### Cells colored by class, run 1

Scale bar: 10 µm.
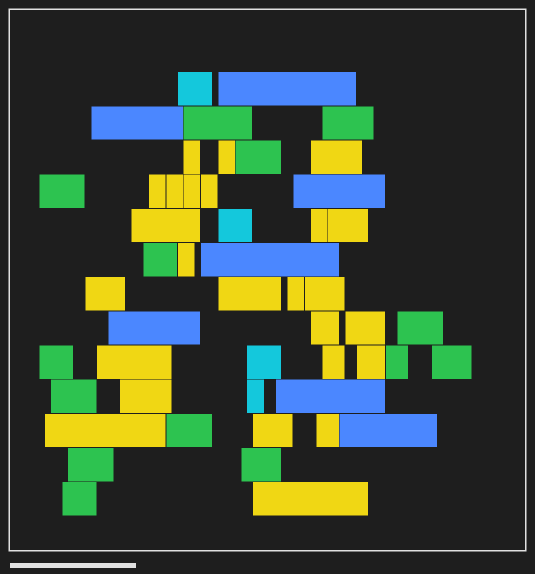
### Met1 routing, run 1

Supply wires on this layer in gray. Cells faint in the background.
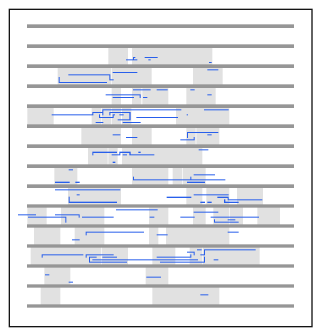
### Drive-strength map, run 1

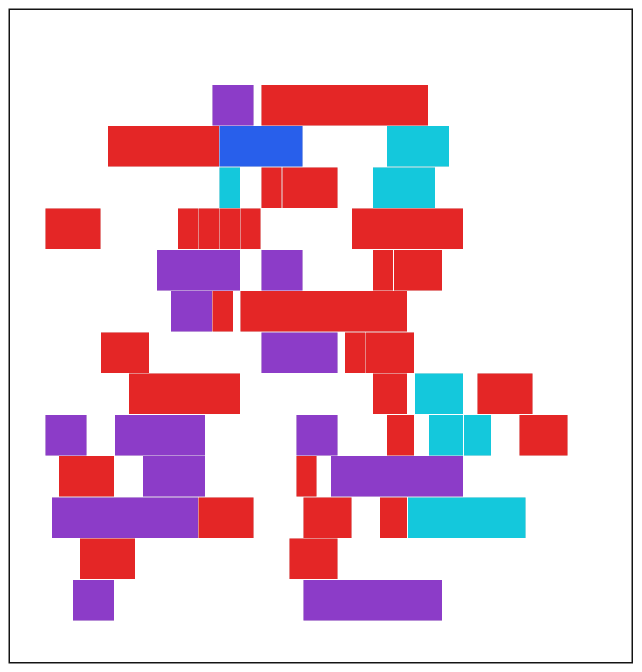
### Clock network drawn from the DEF, run 1

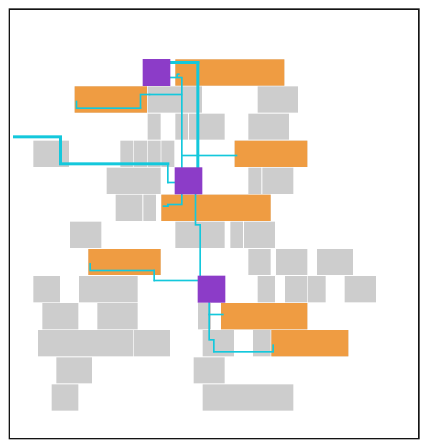
===== config.mk =====
export PLATFORM = sky130hd
export DESIGN_NAME = ace_ccu_snoop_req
export DESIGN_NICKNAME = d
export VERILOG_FILES = /design/src/rtl/ace_ccu_snoop_req.sv
export SDC_FILE = /design/constraint.sdc
export NUM_CORES = 1
export LEC_CHECK = 0
export CAP_MARGIN = 20
export CORE_AREA = 2 2 39 41
export CTS_CLUSTER_DIAMETER = 60
export DETAILED_ROUTE_END_ITERATION = 8
export DIE_AREA = 0 0 41 43
export GPL_TIMING_DRIVEN = 0
export PLACE_DENSITY = 0.51
export RECOVER_POWER = 50
export SLEW_MARGIN = 0
export SYNTH_ARGS = -nofsm -noshare
export SYNTH_HDL_FRONTEND = slang
export SYNTH_SLANG_ARGS = --single-unit

===== constraint.sdc =====
create_clock -name clk_i -period 2.1 [get_ports clk_i]
set_clock_uncertainty 0.05 [all_clocks]
set_input_delay 0.42 -clock clk_i [delete_from_list [all_inputs] [get_ports clk_i]]
set_output_delay 0.42 -clock clk_i [all_outputs]
set_load 0.1 [all_outputs]

===== src/rtl/ace_ccu_snoop_req.sv =====
// Snoop request broadcaster for the CCU.
// Broadcasts one AC snoop beat to every port selected by ctrl_i.sel. The
// request retires only after each selected port has taken it exactly once.
// On retirement the control word is queued for the snoop-response combiner,
// so responses are merged in the same order the snoops were issued.
//
// Handshake semantics, for every valid/ready pair of this block: a transfer
// happens in a cycle where valid and ready are both high at the rising edge.
// A source keeps valid and its payload stable until that transfer. Valid never
// depends combinationally on the ready of the same channel.

package ace_ccu_snoop_req_pkg;
    // Default control word: a lone one-bit target select matching NumOup = 1.
    typedef struct packed {
        logic [0:0] sel;
    } ctrl_default_t;
endpackage

module ace_ccu_snoop_req #(
    parameter int unsigned NumOup        = 1,
    parameter int unsigned CtrlFifoDepth = 2,
    parameter type         ac_chan_t     = logic,
    parameter type         ctrl_t        = ace_ccu_snoop_req_pkg::ctrl_default_t,
    localparam int unsigned CntW         = $clog2(CtrlFifoDepth + 1),
    localparam int unsigned PtrW         = (CtrlFifoDepth > 1) ? $clog2(CtrlFifoDepth) : 1
) (
    input  logic                    clk_i,
    input  logic                    rst_i,
    // Incoming snoop request plus its control word
    input  logic                    ac_valid_i,
    output logic                    ac_ready_o,
    input  ac_chan_t                ac_chan_i,
    input  ctrl_t                   ctrl_i,
    // Per-port snoop requests
    output logic [NumOup-1:0]       ac_valids_o,
    input  logic [NumOup-1:0]       ac_readies_i,
    output ac_chan_t [NumOup-1:0]   ac_chans_o,
    // Control word stream towards the response combiner
    output logic                    ctrl_valid_o,
    input  logic                    ctrl_ready_i,
    output ctrl_t                   ctrl_o,
    output logic [CntW-1:0]         ctrl_count_o
);

    localparam logic [CntW-1:0] CountFull = CntW'(CtrlFifoDepth);
    localparam logic [PtrW-1:0] PtrLast   = PtrW'(CtrlFifoDepth - 1);

    // ------------------------------------------------------------------
    // Broadcast tracking
    // ------------------------------------------------------------------
    logic [NumOup-1:0] sel;
    logic [NumOup-1:0] sent_q, sent_d;
    logic [NumOup-1:0] port_valid;
    logic [NumOup-1:0] port_hs;
    logic              full;
    logic              done;

    // FIFO state
    ctrl_t             mem_q [CtrlFifoDepth];
    ctrl_t             mem_d [CtrlFifoDepth];
    logic [PtrW-1:0]   rptr_q, rptr_d;
    logic [PtrW-1:0]   wptr_q, wptr_d;
    logic [CntW-1:0]   count_q, count_d;
    logic              push;
    logic              pop;

    assign sel = ctrl_i.sel;

    // Issue to every selected port not yet served; hold everything back while
    // the FIFO is full so each issued snoop already owns a FIFO slot.
    always_comb begin
        full       = (count_q == CountFull);
        port_valid = {NumOup{ac_valid_i & ~full}} & sel & ~sent_q;
        port_hs    = port_valid & ac_readies_i;
        done       = ac_valid_i & ~full & (((sent_q | port_hs) & sel) == sel);
    end

    // Every port sees the same payload; only the valids differ.
    always_comb begin
        for (int j = 0; j < NumOup; j++) begin
            ac_chans_o[j] = ac_chan_i;
        end
    end

    assign ac_valids_o = port_valid;
    assign ac_ready_o  = done;

    // Remember which ports have taken the current request; forget on retire.
    always_comb begin
        sent_d = sent_q | port_hs;
        if (done) begin
            sent_d = '0;
        end
    end

    // Served-port register, cleared by reset so a reset request restarts.
    always_ff @(posedge clk_i) begin
        if (rst_i) begin
            sent_q <= '0;
        end else begin
            sent_q <= sent_d;
        end
    end

    // ------------------------------------------------------------------
    // Control FIFO (registered output, no fall-through)
    // ------------------------------------------------------------------
    assign push = done;
    assign pop  = (count_q != '0) & ctrl_ready_i;

    // Next pointers, occupancy and storage contents.
    always_comb begin
        rptr_d  = rptr_q;
        wptr_d  = wptr_q;
        count_d = count_q;
        mem_d   = mem_q;

        if (push) begin
            mem_d[wptr_q] = ctrl_i;
            wptr_d        = (wptr_q == PtrLast) ? '0 : wptr_q + 1'b1;
        end
        if (pop) begin
            rptr_d = (rptr_q == PtrLast) ? '0 : rptr_q + 1'b1;
        end

        case ({push, pop})
            2'b10:   count_d = count_q + 1'b1;
            2'b01:   count_d = count_q - 1'b1;
            default: count_d = count_q;
        endcase
    end

    // Pointer and count registers.
    always_ff @(posedge clk_i) begin
        if (rst_i) begin
            rptr_q  <= '0;
            wptr_q  <= '0;
            count_q <= '0;
        end else begin
            rptr_q  <= rptr_d;
            wptr_q  <= wptr_d;
            count_q <= count_d;
        end
    end

    // Storage is qualified by count, so it needs no reset.
    always_ff @(posedge clk_i) begin
        mem_q <= mem_d;
    end

    assign ctrl_valid_o = (count_q != '0);
    assign ctrl_o       = mem_q[rptr_q];
    assign ctrl_count_o = count_q;

endmodule

==> flow_summary.ini, run 1 <==
; implementation run metrics
[final_timing]
fin_crit_sh_pct = 99.02
whs_ns = 0.4759
fmax_mhz = 480.9

[logic_synthesis]
syn_inst = 33
synth_warnings = 0
top_area_cell = dfxtp_1
yosys.cell_types.count = 21
syn-num-nets = 41
yosysChipArea_um2 = 350.3

[drt]
viasPerCell = 4.348
dr.pass1.iters = 2
drc = 0

[critical_path]
max_stage_delay_ns = 1.11
crit_fanout = 1
reg2reg_setup_slack_ns = 0.43
r2r_end = ctrl_count_o[1]

[clock_network]
cts_tree = built
clkSinkCount = 7
cts_hold_buf = 0
post_cts_buffers = 0
cts_resized = 19

[final_layout]
regArea_um2 = 165.2
nFillCells = 135
drive_above_1_share_pct = 42.00
seq_cell_count = 7

[min_path]
hp-class = reg -> reg

[place]
place_congestion = 0.6163
placedCellCount = 61
portBuffers = 12
placed_cell_area_um2 = 519.2

[run_status]
status = completed

[floorplan]
die-area_mm2 = 0.001763
rows = 14

[power]
power_w = 0.0008823

[grt]
grt_overflow = 0

[job]
warnings = 27
About 'Cells colored by class':
| color | class | cells |
|---|---|---|
| cyan | clock drivers and dummy loads | 4 |
| blue | sequential cells | 7 |
| green | remaining buffers and delay cells | 14 |
| yellow | combinational and other logic | 25 |
total core area: 0.001384 mm²
final design utilization: 40.60%
Seq area share: 29.40%
Finished Cell Area: 561.8 µm²

About 'Met1 routing':
share of all routed wire: 36%
wire length on this layer: 258 µm
longest straight run: 14.3 µm
nets with wire on the layer: 43
main direction: horizontal
DR vias: 287
met1 GRT Util: 11.80%
DRT Wirelength: 712 µm

About 'Drive-strength map':
| color | size | cells |
|---|---|---|
| blue | _6 and larger | 1 |
| purple | _3 and _4 cells | 13 |
| red | _0 and _1 cells | 29 |
| cyan | _2 cells | 7 |
setup ws final: 0.02065 ns
Buffers excl. clock: 14
area grow syn2layout: 60.36%

About 'Clock network drawn from the DEF':
[purple] clock drivers | count: 3
[cyan] clock wires | length: 114 µm
[orange] flip-flops | count: 7
routed clock nets: 4
Late-Pin Clk Latency: 0.25 ns
clock network power: 0.000125 W
clock network power share: 14.1%

run 1: logic make-up after synthesis:
group,after synthesis,share of synthesized area [%]
buffers and inverters,4,5.358
XOR/XNOR,3,7.501
multiplexers,2,7.499
adder cells (fa/ha/maj),1,3.571
AND/OR/NAND/NOR,12,17.50
AND-OR/OR-AND,4,12.86
flip-flops,7,45.72
run 1: worst register-to-register path: stages (launching register included):
cell and delay, ns:
dfxtp_1 0.36, o311ai_4 0.43, ha_4 0.28, or3_1 0.34, a21oi_1 0.15
run 1: state kept, by name (all words and copies together) (netlist names):
name / flops
ctrl_count_o: 2
mem_q: 2
rptr_q: 1
sent_q: 1
wptr_q: 1
run 1: power by group:
group	total, W	internal, W	leakage [nW]	switching [W]
sequential	0.000212	0.000177	0.0606	0.0000349
clock	0.000125	0.0000727	0.0150	0.0000521
combinational	0.000546	0.000155	0.156	0.000391
run 1: how the worst max path moves through the flow:
stage	from	end	depth (start not counted)
3_5_place_dp	ctrl_i	ac_ready_o	5
4_1_cts	ctrl_i	ac_ready_o	5
3_3_place_gp	ctrl_i	ac_ready_o	5
5_1_grt	ac_chan_i	ac_chans_o	2
6_report	ac_chan_i	ac_chans_o	2
2_1_floorplan	ctrl_count_o[0]	ac_valids_o	3
run 1: metal layers:
metal	vias up	part of all wire [%]	track usage, %
li1	144	-	-
met5	-	0	0
met1	131	36	11.80
met4	0	1.5	8.000
met3	2	7.7	3.141
met2	10	54	14.37
run 1: placed cells by master, fill, tap and decap left out, types with 2 or more instances in the layout:
| master | n |
|---|---|
| dlygate4sd2_1 | 2 |
| buf_4 | 2 |
| clkbuf_4 | 4 |
| clkdlybuf4s50_1 | 3 |
| dfxtp_1 | 3 |
| dlygate4sd3_1 | 2 |
| edfxtp_1 | 2 |
| inv_1 | 2 |
| xnor2_1 | 2 |
| nor2_1 | 6 |
## Run 2: what changed since run 1
CAP_MARGIN = not set   (was 20)
SLEW_MARGIN = not set   (was 0)
==> run 2 against run 1 <==
Sequential power hardly changed. Global-route usage did not move. Register-to-register slack about the same. Sequential share of layout area unchanged. Area after synthesis did not move. Synthesized cell count is the same. Via count did not move. Maximum frequency did not move. Worst hold slack did not move. Sequential cell count did not move.
==> flow_summary.ini, run 2 <==
; implementation run metrics
[drt]
vias = 287
wl_per_cell_um = 10.79
viasPerCell = 4.348
drc = 0
dr.pass1.iters = 2
drtIter0Drc = 3
routed_wl_um = 712
ant_nets = 0

[job]
drv_cap = 0
warnings = 27

[final_timing]
timing_hold_violations_final = 0
max_slew_margin_pct = 35.90
tns_ns = 0
fmax_mhz = 480.9
fin_crit_ns = 2.079
post-route-worst-setup-slack_ns = 0.02065
fin_crit_sh_pct = 99.02
rsz0062_at_grt = false
whs_ns = 0.4759

[logic_synthesis]
yosysChipArea_um2 = 350.3
ys_ff = 7
ys_seq_share_pct = 45.71
edf_count = 2
yosys_cells = 33
synth_warnings = 0
syn-num-nets = 41
top_area_cell = dfxtp_1
synthArstFlopShare_pct = 0
common_cells = nor2_1 (6), dfxtp_1 (5), edfxtp_1 (2), inv_1 (2), xnor2_1 (2)
yosys.cell_types.count = 21
syn_inst = 33

[critical_path]
crit_fanout = 1
endpoint_kind = primary output
critical_path_class = in -> out
crit_required_ns = 1.63
max_stage_delay_ns = 1.11

[final_layout]
nFillCells = 135
drive_above_1_share_pct = 42.00
lay_top_count = nor2_1
lay_top_cells = nor2_1 (6), clkbuf_4 (4), clkdlybuf4s50_1 (3), dfxtp_1 (3)
regArea_um2 = 165.2
area.growth.synth_to_final_pct = 60.36
sh_comb_area_pct = 36.97
nonClkBufAreaFrac_pct = 23.39
seq-cell-share_pct = 29.40
seq_cell_count = 7
fin_area_um2 = 561.8
utilization_pct = 40.60
inv_count = 3
logic_gates = 22
num-nonclk-buffers = 14

[place]
placed_cell_area_um2 = 519.2
pre_cts_slack_ns = -0.8377
placedCellCount = 61
place_congestion = 0.6163
dp_hpwl_um = 536.2
portBuffers = 12

[floorplan]
die_w_um = 41
ioPinCount = 14
die-area_mm2 = 0.001763
nWellTaps = 16
coreArea_mm2 = 0.001384
die_h_um = 43

[clock_network]
cts_htree_levels = 1
cts_tree = built
clkSinkCount = 7
clk_latency_ns = 0.25

[grt]
grt_use_total_pct = 10.10
grt_first_pass_wirelength_mm = 1.166
grt_max_degree = 7
grt_overflow = 0
antenna_found_initial = 0
grt_pass1_vias = 301

[power]
power_per_cell_area_mw_per_mm2 = 1571
p_sw_share_pct = 54.13
p_int_w = 0.0004047
p_clk_share_pct = 14.1
power.static_leakage_nw = 0.2318
p_comb_share_pct = 61.9
power_w = 0.0008823
p_switching_w = 0.0004776
peakVddDrop_uv = 600.9
seq_power_share_pct = 24.0

[min_path]
hp-class = reg -> reg

[run_status]
status = completed
[run 2: cell counts in the layout (fill, tap and decap cells not counted)]
No cell type changed its count.
[run 2: path summary, 6_finish.rpt]
check / start / to / slack (ns) / depth (start not counted)
setup / recovery: ac_chan_i / ac_chans_o / 0.02 / 2
hold / removal: rptr_q / rptr_q / 0.48 / 2
setup reg to reg: sent_q / ctrl_count_o[1] / 0.43 / 4
hold reg to reg: rptr_q / rptr_q / 0.48 / 2
[run 2: kinds of logic after synthesis]
kind of cell	count (synthesis)	synth area share, %
and+or+nand+nor	12	17.50
DFF	7	45.72
AOI/OAI and AO/OA	4	12.86
buffers and inverters	4	5.358
xor gates and xnor gates	3	7.501
muxes	2	7.499
adders and majority gates	1	3.571
[run 2: timing repair]
item / in CTS / in global routing
hold endpoints to repair: 0 / 0
setup endpoints to repair: 7 / 3
setup buffers: 0 / 1
hold buffers: 0 / 0
resized: 19 / 6
pin swaps: 1 / 2
[run 2: power groups by stage]
stage | clock network [W] | logic, W | registers, W
global placement | 0 | 0.000540 | 0.000212
detailed placement | 0 | 0.000549 | 0.000216
floorplan | 0 | 0.000336 | 0.000316
CTS | 0.000130 | 0.000531 | 0.000212
finish | 0.000125 | 0.000546 | 0.000212
global route | 0.000136 | 0.000572 | 0.000219
[run 2: worst reg2reg max path, delay by kind of cell, from the launching register on]
| kind | cells | cell delay, ns |
|---|---|---|
| DFF | 1 | 0.36 |
| AOI/OAI and AO/OA | 2 | 0.58 |
| adders and majority gates | 1 | 0.28 |
| and+or+nand+nor | 1 | 0.34 |
[run 2: routing by layer]
layer / up-vias / part of all wire (%) / track usage, %
met1: 131 / 36 / 11.80
li1: 144 / - / -
met2: 10 / 54 / 14.37
met5: - / 0 / 0
met3: 2 / 7.7 / 3.141
met4: 0 / 1.5 / 8.000
### Cells colored by class, run 2

Scale bar: 10 µm.
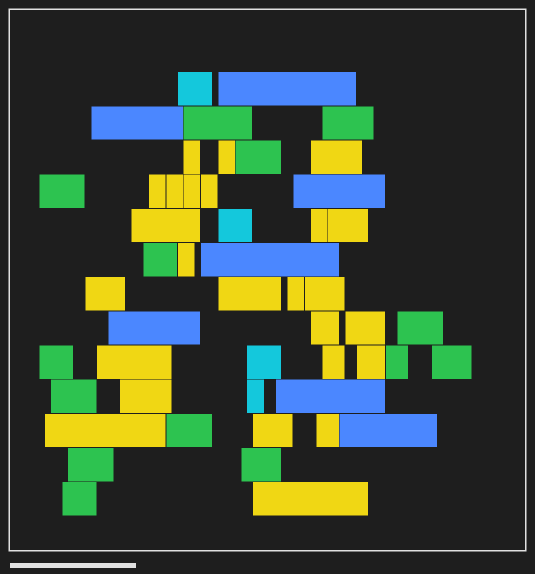
| color | class | cells |
|---|---|---|
| green | remaining buffers and delay cells | 14 |
| yellow | combinational and other logic | 25 |
| blue | sequential cells | 7 |
| cyan | clock drivers and dummy loads | 4 |
Std-Cell Rows: 14

No activity file was given, so power comes from the tool's default toggle rates.
